### Signal wires by layer

Scale bar: 20 µm.
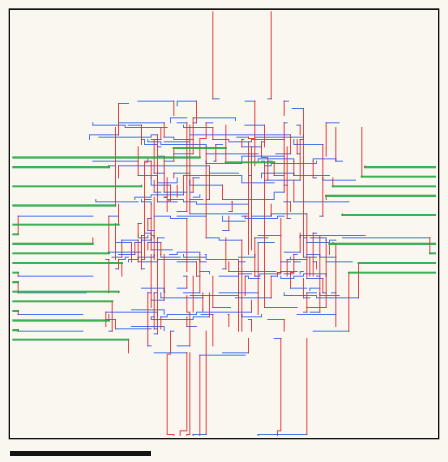
### Placement view

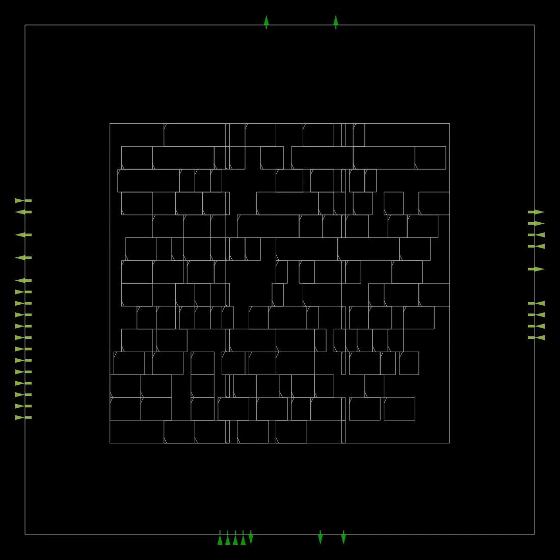
### Sizing map

Scale bar: 20 µm.
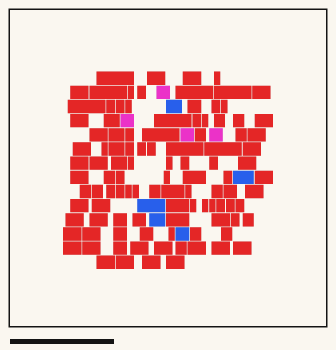
[src/rtl/gray_conv_arbiter_pkg.sv]
`default_nettype none
// +----------------------------------------------------------------------+
// | Module : gray_conv_arbiter_pkg                                        |
// | Brief  : Shared defaults and the clog2 helper for the Gray converter  |
// |          arbiter slice.                                               |
// | Rev    : 1.0  initial release                                         |
// +----------------------------------------------------------------------+
package gray_conv_arbiter_pkg;

  localparam int c_default_n_req = 4;
  localparam int c_default_width = 4;

  // Ceiling log2; used to size the requester index.
  function automatic int clog2(input int value);
    int r;
    r = 0;
    while ((1 << r) < value) r++;
    return r;
  endfunction

  localparam int c_default_id_w = clog2(c_default_n_req);

endpackage
`default_nettype wire

[src/rtl/gray_conv_arbiter_if.sv]
`default_nettype none
// +----------------------------------------------------------------------+
// | Module : gray_conv_arbiter_if                                         |
// | Brief  : Requester and result bundle for gray_conv_arbiter.           |
// | Rev    : 1.0  initial release                                         |
// +----------------------------------------------------------------------+
interface gray_conv_arbiter_if #(
  parameter int N_REQ = 4,
  parameter int WIDTH = 4,
  parameter int ID_W  = 2
);
  logic [N_REQ-1:0]       req;
  logic [N_REQ*WIDTH-1:0] gray_in;
  logic [N_REQ-1:0]       ack;
  logic                   out_valid;
  logic                   out_ready;
  logic [WIDTH-1:0]       out_bin;
  logic [ID_W-1:0]        out_id;
  logic                   busy;

  // Requesters plus the result consumer.
  modport master (
    output req, gray_in, out_ready,
    input  ack, out_valid, out_bin, out_id, busy
  );

  // The shared converter.
  modport slave (
    input  req, gray_in, out_ready,
    output ack, out_valid, out_bin, out_id, busy
  );
endinterface
`default_nettype wire

[src/rtl/gray_conv_arbiter_gray2bin_core.sv]
`default_nettype none
// +----------------------------------------------------------------------+
// | Module : gray2bin_core                                                |
// | Brief  : Combinational Gray-to-binary converter. Each binary bit is   |
// |          the XOR of the Gray bits at and above its position.          |
// | Rev    : 1.0  initial release                                         |
// +----------------------------------------------------------------------+
module gray2bin_core #(
  parameter int WIDTH = 4
) (
  input  wire logic [WIDTH-1:0] gray,
  output logic      [WIDTH-1:0] bin
);

  // Shifting right zero-fills, so the reduction XOR covers exactly bits k..WIDTH-1.
  for (genvar k = 0; k < WIDTH; k++) begin : g_bit
    assign bin[k] = ^(gray >> k);
  end

endmodule
`default_nettype wire

[src/rtl/gray_conv_arbiter.sv]
`default_nettype none
// +----------------------------------------------------------------------+
// | Module : gray_conv_arbiter                                            |
// | Brief  : Round-robin sharing of one Gray-to-binary converter between  |
// |          N_REQ requesters, with a registered, tagged result stage.    |
// | Rev    : 1.0  initial release                                         |
// +----------------------------------------------------------------------+
module gray_conv_arbiter
  import gray_conv_arbiter_pkg::*;
#(
  parameter int N_REQ = c_default_n_req,
  parameter int WIDTH = c_default_width,
  parameter int ID_W  = clog2(N_REQ)
) (
  input  wire logic clk,
  input  wire logic rst,
  gray_conv_arbiter_if.slave bus
);

  logic [ID_W-1:0]  r_rr_ptr;
  logic             r_out_valid;
  logic [WIDTH-1:0] r_out_bin;
  logic [ID_W-1:0]  r_out_id;

  logic [ID_W-1:0]  w_grant;
  logic [ID_W-1:0]  w_grant_next;
  logic [ID_W:0]    w_idx;
  logic             w_found;
  logic             w_accept;
  logic [WIDTH-1:0] w_gray_sel;
  logic [WIDTH-1:0] w_bin;

  // A word is taken whenever someone asks and the result slot is free or draining.
  assign w_accept = (|bus.req) & (~r_out_valid | bus.out_ready) & ~rst;

  // Round-robin search starting at rr_ptr; wrap handled by explicit subtraction
  // so non-power-of-2 requester counts never produce an out-of-range index.
  always_comb begin
    w_grant = '0;
    w_found = 1'b0;
    w_idx   = '0;
    for (int k = 0; k < N_REQ; k++) begin
      w_idx = {1'b0, r_rr_ptr} + (ID_W+1)'(k);
      if (w_idx >= (ID_W+1)'(N_REQ)) w_idx = w_idx - (ID_W+1)'(N_REQ);
      if (!w_found && bus.req[w_idx[ID_W-1:0]]) begin
        w_grant = w_idx[ID_W-1:0];
        w_found = 1'b1;
      end
    end
  end

  assign w_grant_next = (w_grant == ID_W'(N_REQ - 1)) ? '0 : w_grant + 1'b1;

  // N_REQ:1 mux selecting the granted requester's word.
  always_comb begin
    w_gray_sel = '0;
    for (int i = 0; i < N_REQ; i++) begin
      if (w_grant == ID_W'(i)) w_gray_sel = bus.gray_in[i*WIDTH +: WIDTH];
    end
  end

  gray2bin_core #(.WIDTH(WIDTH)) u_core (
    .gray (w_gray_sel),
    .bin  (w_bin)
  );

  // One-hot acknowledge to the granted requester, only in an accept cycle.
  always_comb begin
    bus.ack = '0;
    if (w_accept) bus.ack[w_grant] = 1'b1;
  end

  // Result register and round-robin pointer; a simultaneous drain and load
  // simply overwrites the slot, keeping one word per cycle.
  always_ff @(posedge clk) begin
    if (rst) begin
      r_out_valid <= 1'b0;
      r_out_bin   <= '0;
      r_out_id    <= '0;
      r_rr_ptr    <= '0;
    end else if (w_accept) begin
      r_out_valid <= 1'b1;
      r_out_bin   <= w_bin;
      r_out_id    <= w_grant;
      r_rr_ptr    <= w_grant_next;
    end else if (r_out_valid && bus.out_ready) begin
      r_out_valid <= 1'b0;
    end
  end

  assign bus.out_valid = r_out_valid;
  assign bus.out_bin   = r_out_bin;
  assign bus.out_id    = r_out_id;
  assign bus.busy      = r_out_valid | (|bus.req);

endmodule
`default_nettype wire

[src/flat_wrapper.sv]
// flat-port wrapper written by rule: the top's interface ports become plain ports
module gray_conv_arbiter_flat import gray_conv_arbiter_pkg::*;
#(
  parameter int N_REQ = c_default_n_req,
  parameter int WIDTH = c_default_width,
  parameter int ID_W  = clog2(N_REQ)
)
  (clk, rst, bus_req, bus_gray_in, bus_out_ready, bus_ack, bus_out_valid, bus_out_bin, bus_out_id, bus_busy);
  gray_conv_arbiter_if #(.N_REQ(N_REQ), .WIDTH(WIDTH), .ID_W(ID_W)) bus_i ();
  input  wire logic clk;
  input  wire logic rst;
  input wire logic [$bits(bus_i.req)-1:0] bus_req;
  input wire logic [$bits(bus_i.gray_in)-1:0] bus_gray_in;
  input wire logic [$bits(bus_i.out_ready)-1:0] bus_out_ready;
  output wire logic [$bits(bus_i.ack)-1:0] bus_ack;
  output wire logic [$bits(bus_i.out_valid)-1:0] bus_out_valid;
  output wire logic [$bits(bus_i.out_bin)-1:0] bus_out_bin;
  output wire logic [$bits(bus_i.out_id)-1:0] bus_out_id;
  output wire logic [$bits(bus_i.busy)-1:0] bus_busy;
  assign bus_i.req = bus_req;
  assign bus_i.gray_in = bus_gray_in;
  assign bus_i.out_ready = bus_out_ready;
  assign bus_ack = bus_i.ack;
  assign bus_out_valid = bus_i.out_valid;
  assign bus_out_bin = bus_i.out_bin;
  assign bus_out_id = bus_i.out_id;
  assign bus_busy = bus_i.busy;
  gray_conv_arbiter #(.N_REQ(N_REQ), .WIDTH(WIDTH), .ID_W(ID_W)) u_core (.clk(clk), .rst(rst), .bus(bus_i));
endmodule
[config.mk]
export PLATFORM = sky130hd
export DESIGN_NAME = gray_conv_arbiter_flat
export DESIGN_NICKNAME = d
export VERILOG_FILES = /design/src/rtl/gray_conv_arbiter_pkg.sv /design/src/rtl/gray_conv_arbiter_if.sv /design/src/rtl/gray_conv_arbiter_gray2bin_core.sv /design/src/rtl/gray_conv_arbiter.sv /design/src/flat_wrapper.sv
export SDC_FILE = /design/constraint.sdc
export NUM_CORES = 1
export LEC_CHECK = 0
export CAP_MARGIN = 20
export CORE_MARGIN = 10
export CORE_UTILIZATION = 37
export DETAILED_ROUTE_END_ITERATION = 10
export PLACE_DENSITY = 0.74
export SYNTH_ARGS = -nofsm -noshare
export SYNTH_HDL_FRONTEND = slang
export SYNTH_SLANG_ARGS = --single-unit
export TNS_END_PERCENT = 30
[constraint.sdc]
create_clock -name clk -period 3.1 [get_ports clk]
set_input_delay 0.31 -clock clk [delete_from_list [all_inputs] [get_ports clk]]
set_output_delay 0.31 -clock clk [all_outputs]
set_load 0.01 [all_outputs]
==> results.sh <==
# implementation run metrics
export IMPL_chipWidth_um=60.7
export IMPL_combinationalPowerShare_pct=52.2
export IMPL_insertion_delay_ps=260
export IMPL_taps=16
export IMPL_cts_buffers=3
export IMPL_clockRootBuffer="clkbuf_4"
export IMPL_p_per_area_mw_per_mm2=523
export IMPL_cts_resized=0
export IMPL_cts_max_level=1
export IMPL_skew_ps=0.536
export IMPL_antenna_found_initial=0
export IMPL_min_path_cells=2
export IMPL_ant_nets=0
export IMPL_r2r_start="u_core.r_rr_ptr[1]"
export IMPL_synthTopCellsByArea="dfxtp_1 29%, ha_1 8.2%, a21oi_1 6.5%"
export IMPL_worstSetupPathType="input port to output pin"
export IMPL_drive_above_1_share_pct=7.83
export IMPL_yosys_cells=77
export IMPL_highest_layer="met3"
export IMPL_ctsHoldBuffers=0
export IMPL_fin_util_pct=64.6
export IMPL_yosysTopAreaCell="dfxtp_1"
export IMPL_pin_count=35
export IMPL_tritoncts="yes"
export IMPL_power_leader="combinational cells"
export IMPL_leakage_nw=0.397
export IMPL_grtUsageMet3_pct=9.19
export IMPL_maxCapViolCount=0
export IMPL_avgViaCountPerCell=5.29
export IMPL_warnings=29
export IMPL_seq_area_um2=180
export IMPL_required_ps=2790
export IMPL_mux_area_share_pct=1.84
export IMPL_status="completed"
export IMPL_clkbuf_count=4
export IMPL_fmax_mhz=353
export IMPL_seq_area_frac_synth_pct=29.4
export IMPL_wl_met1_um=751
export IMPL_drt_initial_drc_count=15
export IMPL_io_buffer_count=34
export IMPL_inv_count=6
export IMPL_routed_wl_met3_um=306
export IMPL_track_usage_pct=10.9
export IMPL_placed_cell_area_um2=970
export IMPL_power_switching_w=0.000182
export IMPL_hpwl_mm=1.52
export IMPL_insertedDiodeCount=0
export IMPL_crit_path_start="bus_req[0]"
export IMPL_grt_use_met2_pct=16.7
export IMPL_pre_cts_ws_ps=164
export IMPL_clock_sinks=9
export IMPL_cts_buffer_depth=2
export IMPL_critPathMaxStageDelay_ps=550
export IMPL_grt_max_degree=12
export IMPL_cp_max_fo=5
export IMPL_grt_busiest_layer="met2"
export IMPL_pg_clk_w=0.0000910
export IMPL_worstMarginPinSlew_ps=659
export IMPL_vdd_ir_drop_max_uv=383
export IMPL_synth_cellmix_simpleShare_pct=23.5
export IMPL_r2r_slack_ps=550
export IMPL_seq_cell_share_pct=18.1
export IMPL_chipArea_mm2=0.00369
export IMPL_grt_pass1_vias=718
export IMPL_synth_xor_area_share_pct=5.71
export IMPL_max_slew_margin_rel_pct=55.7
export IMPL_critPathArrivalTime_ps=2530
export IMPL_hold_ws_ps=455
export IMPL_top_logic_kind="AND-OR/OR-AND gates"
export IMPL_setup_slack_ps=264
## Picture notes: 'Signal wires by layer'
Green shows metal 3, wire length 306 µm. Blue shows metal 1, wire length 751 µm. Red shows metal 2, wire length 760 µm.

## Picture notes: 'Placement view'
Non-Filler Instances: 131
flip-flops: 9
FP Rows: 14
# fillers: 144

## Picture notes: 'Sizing map'
Magenta shows _3 and _4 cells, cells 4. Blue shows _2 cells, cells 5. Red shows _0 and _1 cells, cells 106.

[worst min path at each step]
| stage | end | slack [ps] |
|---|---|---|
| 2_1_floorplan | u_core.bus.out_valid | 380 |
| 3_3_place_gp | u_core.bus.out_bin[3] | 440 |
| 3_5_place_dp | u_core.bus.out_bin[3] | 450 |
| 4_1_cts | u_core.bus.out_bin[3] | 460 |
| 5_1_grt | u_core.bus.out_bin[3] | 470 |
| 6_report | u_core.bus.out_bin[3] | 460 |
[cells in the mapped netlist]
cell type,count
o21a_1,1
nand2_1,5
nor2_1,4
xor2_1,1
xnor2_1,3
ha_1,4
a21oi_1,8
a31o_2,1
a22oi_1,4
a211oi_1,1
nor3b_1,1
nor3_1,1
o21ai_0,4
nor2b_2,1
nand3_1,5
nand2b_1,3
and2_2,1
dfxtp_1,9
inv_1,6
nor4_1,1
a221oi_2,1
and2_1,2
nor2b_1,2
buf_6,1
o22ai_1,4
or3_1,1
mux2_2,1
o21ai_1,1
[placed cells by master (no fill, tap or decap), drive strengths merged]
master          n
a211oi          1
a21oi           8
a221oi          1
a22oi           4
a31o            1
and2            3
buf             1
clkbuf          4
clkdlybuf4s50  34
dfxtp           9
ha              4
inv             6
mux2            1
nand2           5
nand2b          3
nand3           5
nor2            4
nor2b           3
nor3            1
nor3b           1
nor4            1
o21a            1
o21ai           5
o22ai           4
or3             1
xnor2           3
xor2            1
[registers in the layout (all words and copies together) (netlist names)]
name and cells:
u_core.bus.out_valid 1, u_core.r_rr_ptr 2, u_core.bus.out_id 2, u_core.bus.out_bin 4
[critical path, delay by kind of cell]
kind / cells / cell delay [ps]
muxes: 1 / 290
and+or+nand+nor: 1 / 110
adders and majority gates: 1 / 240
buffers and inverters: 4 / 1270
AOI/OAI and AO/OA: 2 / 300
